==> src/rtl/fifo_flow_ctrl.sv <==
// -----------------------------------------------------------------------------
// fifo_flow_ctrl
//
// Flow-control wrapper for a raw synchronous FIFO (no internal guarding).
// Turns an upstream valid/ready enqueue stream and a downstream valid/ready
// dequeue stream into unguarded push/pop strobes for the FIFO. It tracks
// occupancy, full/empty and a high-water mark, and keeps one registered
// output word so that deq_msg never glitches.
//
// Parameters
//   p_num_entries : FIFO depth (power of two, >= 2); must match the FIFO.
//   p_bit_width   : message width.
//
// Ports (c_cw = $clog2(p_num_entries)+1)
//   clk           in   1            clock, rising edge
//   reset         in   1            asynchronous, active-high reset
//   enq_msg       in   p_bit_width  upstream message
//   enq_val       in   1            upstream valid
//   enq_rdy       out  1            upstream ready
//   fifo_push     out  1            FIFO write strobe (istream_val)
//   fifo_push_msg out  p_bit_width  FIFO write data (istream_msg)
//   fifo_pop      out  1            FIFO read-pointer advance (ostream_rdy)
//   fifo_pop_msg  in   p_bit_width  word at FIFO read pointer (ostream_msg)
//   deq_msg       out  p_bit_width  registered output message
//   deq_val       out  1            output valid
//   deq_rdy       in   1            downstream ready
//   count         out  c_cw         words held in the FIFO (not the out reg)
//   full          out  1            count == p_num_entries
//   empty         out  1            count == 0 and no output word
//   hwm           out  c_cw         max count since reset / last hwm_clr
//   hwm_clr       in   1            synchronous clear of hwm
// -----------------------------------------------------------------------------
module fifo_flow_ctrl #(
  parameter int p_num_entries = 8,
  parameter int p_bit_width   = 32
) (
  input  logic                             clk,
  input  logic                             reset,

  input  logic [p_bit_width-1:0]           enq_msg,
  input  logic                             enq_val,
  output logic                             enq_rdy,

  output logic                             fifo_push,
  output logic [p_bit_width-1:0]           fifo_push_msg,
  output logic                             fifo_pop,
  input  logic [p_bit_width-1:0]           fifo_pop_msg,

  output logic [p_bit_width-1:0]           deq_msg,
  output logic                             deq_val,
  input  logic                             deq_rdy,

  output logic [$clog2(p_num_entries):0]   count,
  output logic                             full,
  output logic                             empty,
  output logic [$clog2(p_num_entries):0]   hwm,
  input  logic                             hwm_clr
);

  localparam int c_cw = $clog2(p_num_entries) + 1;
  localparam logic [c_cw-1:0] c_depth = c_cw'(p_num_entries);

  logic [c_cw-1:0]        r_count;
  logic [c_cw-1:0]        r_hwm;
  logic                   r_deq_val;
  logic [p_bit_width-1:0] r_deq_msg;

  logic                   w_enq_rdy;
  logic                   w_push;
  logic                   w_pop;
  logic [c_cw-1:0]        w_count_next;
  logic [c_cw-1:0]        w_hwm_next;

  // enq_rdy looks only at count, never at deq_rdy: a word pushed this cycle
  // is not counted yet, so it can never be popped in the same cycle and the
  // FIFO never sees a read and write of the same address.
  assign w_enq_rdy = !reset && (r_count < c_depth);
  assign w_push    = enq_val && w_enq_rdy;

  // Refill the output register whenever it is empty or being drained.
  assign w_pop     = !reset && (r_count != '0) && (!r_deq_val || deq_rdy);

  // NOTE: every signal assigned in always_comb gets a default first, so no
  // path leaves it unassigned and no latch is inferred.
  always_comb begin
    w_count_next = r_count;
    if (w_push && !w_pop) begin
      w_count_next = r_count + c_cw'(1);
    end else if (!w_push && w_pop) begin
      w_count_next = r_count - c_cw'(1);
    end
  end

  // The mark tracks the post-update count, so a clear restarts it from the
  // occupancy the FIFO will have next cycle rather than from zero.
  always_comb begin
    w_hwm_next = r_hwm;
    if (hwm_clr) begin
      w_hwm_next = w_count_next;
    end else if (w_count_next > r_hwm) begin
      w_hwm_next = w_count_next;
    end
  end

  // NOTE: state registers use non-blocking assignments so every flop samples
  // the pre-edge values and the update order inside the block is irrelevant.
  always_ff @(posedge clk or posedge reset) begin
    if (reset) begin
      r_count   <= '0;
      r_hwm     <= '0;
      r_deq_val <= 1'b0;
      r_deq_msg <= '0;
    end else begin
      r_count <= w_count_next;
      r_hwm   <= w_hwm_next;
      if (w_pop) begin
        r_deq_val <= 1'b1;
        r_deq_msg <= fifo_pop_msg;
      end else if (r_deq_val && deq_rdy) begin
        // Drained with nothing behind it; deq_msg keeps the last word.
        r_deq_val <= 1'b0;
      end
    end
  end

  assign enq_rdy       = w_enq_rdy;
  assign fifo_push     = w_push;
  assign fifo_push_msg = enq_msg;
  assign fifo_pop      = w_pop;

  assign deq_msg = r_deq_msg;
  assign deq_val = r_deq_val;
  assign count   = r_count;
  assign hwm     = r_hwm;
  assign full    = (r_count == c_depth);
  assign empty   = (r_count == '0) && !r_deq_val;

endmodule

==> config.mk <==
export PLATFORM = sky130hd
export DESIGN_NAME = fifo_flow_ctrl
export DESIGN_NICKNAME = d
export VERILOG_FILES = /design/src/rtl/fifo_flow_ctrl.sv
export SDC_FILE = /design/constraint.sdc
export NUM_CORES = 1
export LEC_CHECK = 0
export CAP_MARGIN = 20
export CORE_ASPECT_RATIO = 1.1
export CORE_UTILIZATION = 37
export CTS_CLUSTER_DIAMETER = 120
export DETAILED_ROUTE_END_ITERATION = 8
export MAX_ROUTING_LAYER = met4
export PLACE_DENSITY = 0.94
export SYNTH_ARGS = -nofsm -noshare
export SYNTH_HDL_FRONTEND = slang
export SYNTH_SLANG_ARGS = --single-unit
==> constraint.sdc <==
create_clock -name clk -period 8.59 [get_ports clk]
set_input_delay 2.577 -clock clk [delete_from_list [all_inputs] [get_ports clk]]
set_output_delay 2.577 -clock clk [all_outputs]
set_load 0.02 [all_outputs]
==> images/final_congestion.png <==
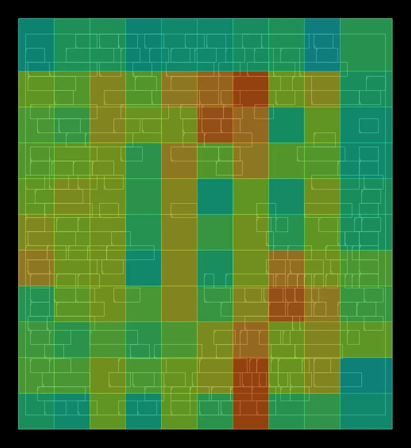
final core occ: 53.9%
post-detailed-route wirelength per cell: 13.7 um

==> images/cell_classes.png <==
The bar under the picture is 20 um long.
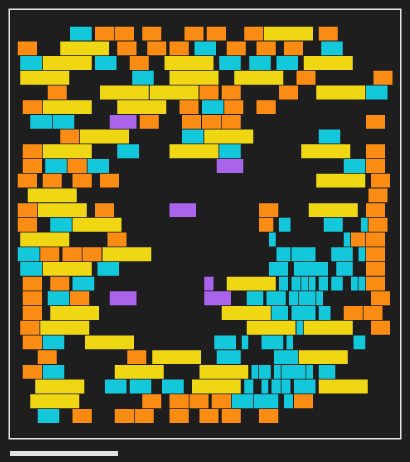
- purple: clock drivers and dummy loads (cells 6)
- orange: other buffers and delay cells (cells 84)
- yellow: flip-flops (cells 41)
- cyan: all other logic (cells 82)

==> results.txt <==
Status: finished, final reports clean
Reg clk slew, reported paths: 70 ps
Overflow after GRT: 0
Dpl ws: 1530 ps
P per Cell Area: 288 nW/um2
Sw Pwr: 0.281 mW
Hold Path Origin: deq_msg[9]$_DFFE_PP0P_
Final Skew: 10.3 ps
Final hold violation count: 0
Data buffer area share: 30.4%
Vias in the first global route: 1,441
Clk power: 0.112 mW
Total power: 0.792 mW
Clock power share: 14.2%
Seq share, synth: 51.2%
Bufs on Longest Clock Path: 2
Combinational power: 0.388 mW
Mi-comb count: 72
Yosys stat area: 2000 um2
DRT antenna net count: 0
Arrival @ worst endpoint: 4400 ps
Critical R2R Launch: count[0]$_DFF_PP0_
Fill count: 447
Met3 wire len: 301 um
Slowest cell on the critical path: clkdlybuf4s50_1
==> images/registers.png <==
The bar under the picture is 20 um long.
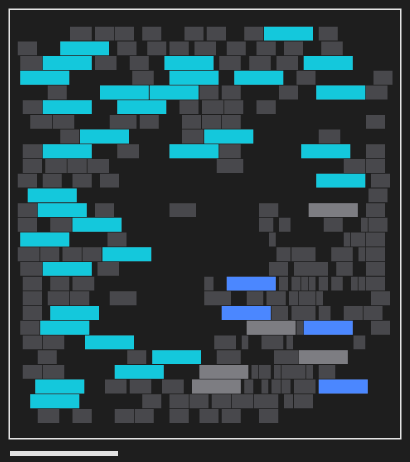
- blue: `count` (placed flops 4; where south-east)
- cyan: `deq_msg` (placed flops 32; where widely spread)
flop share of the area: 37.3%
Seq power: 0.292 mW
FF/Latch Area: 1030 um2

==> images/metal_stack.png <==
The bar under the picture is 20 um long. Only two layers are drawn.
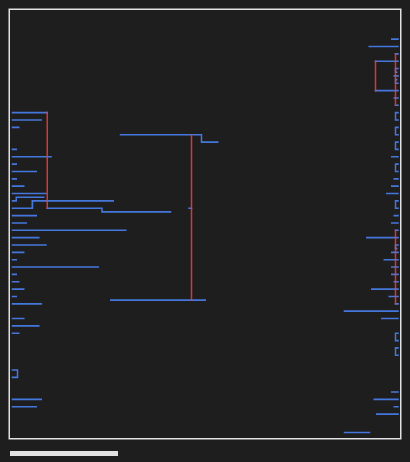
- blue: met3 (wire length 301 um)
- red: met4 (wire length 76.8 um)
via count: 1,356
routed wire length: 3890 um
global router's overall resource usage: 14.9%

Power figures rest on the tool's default switching activity, not on a simulated workload.
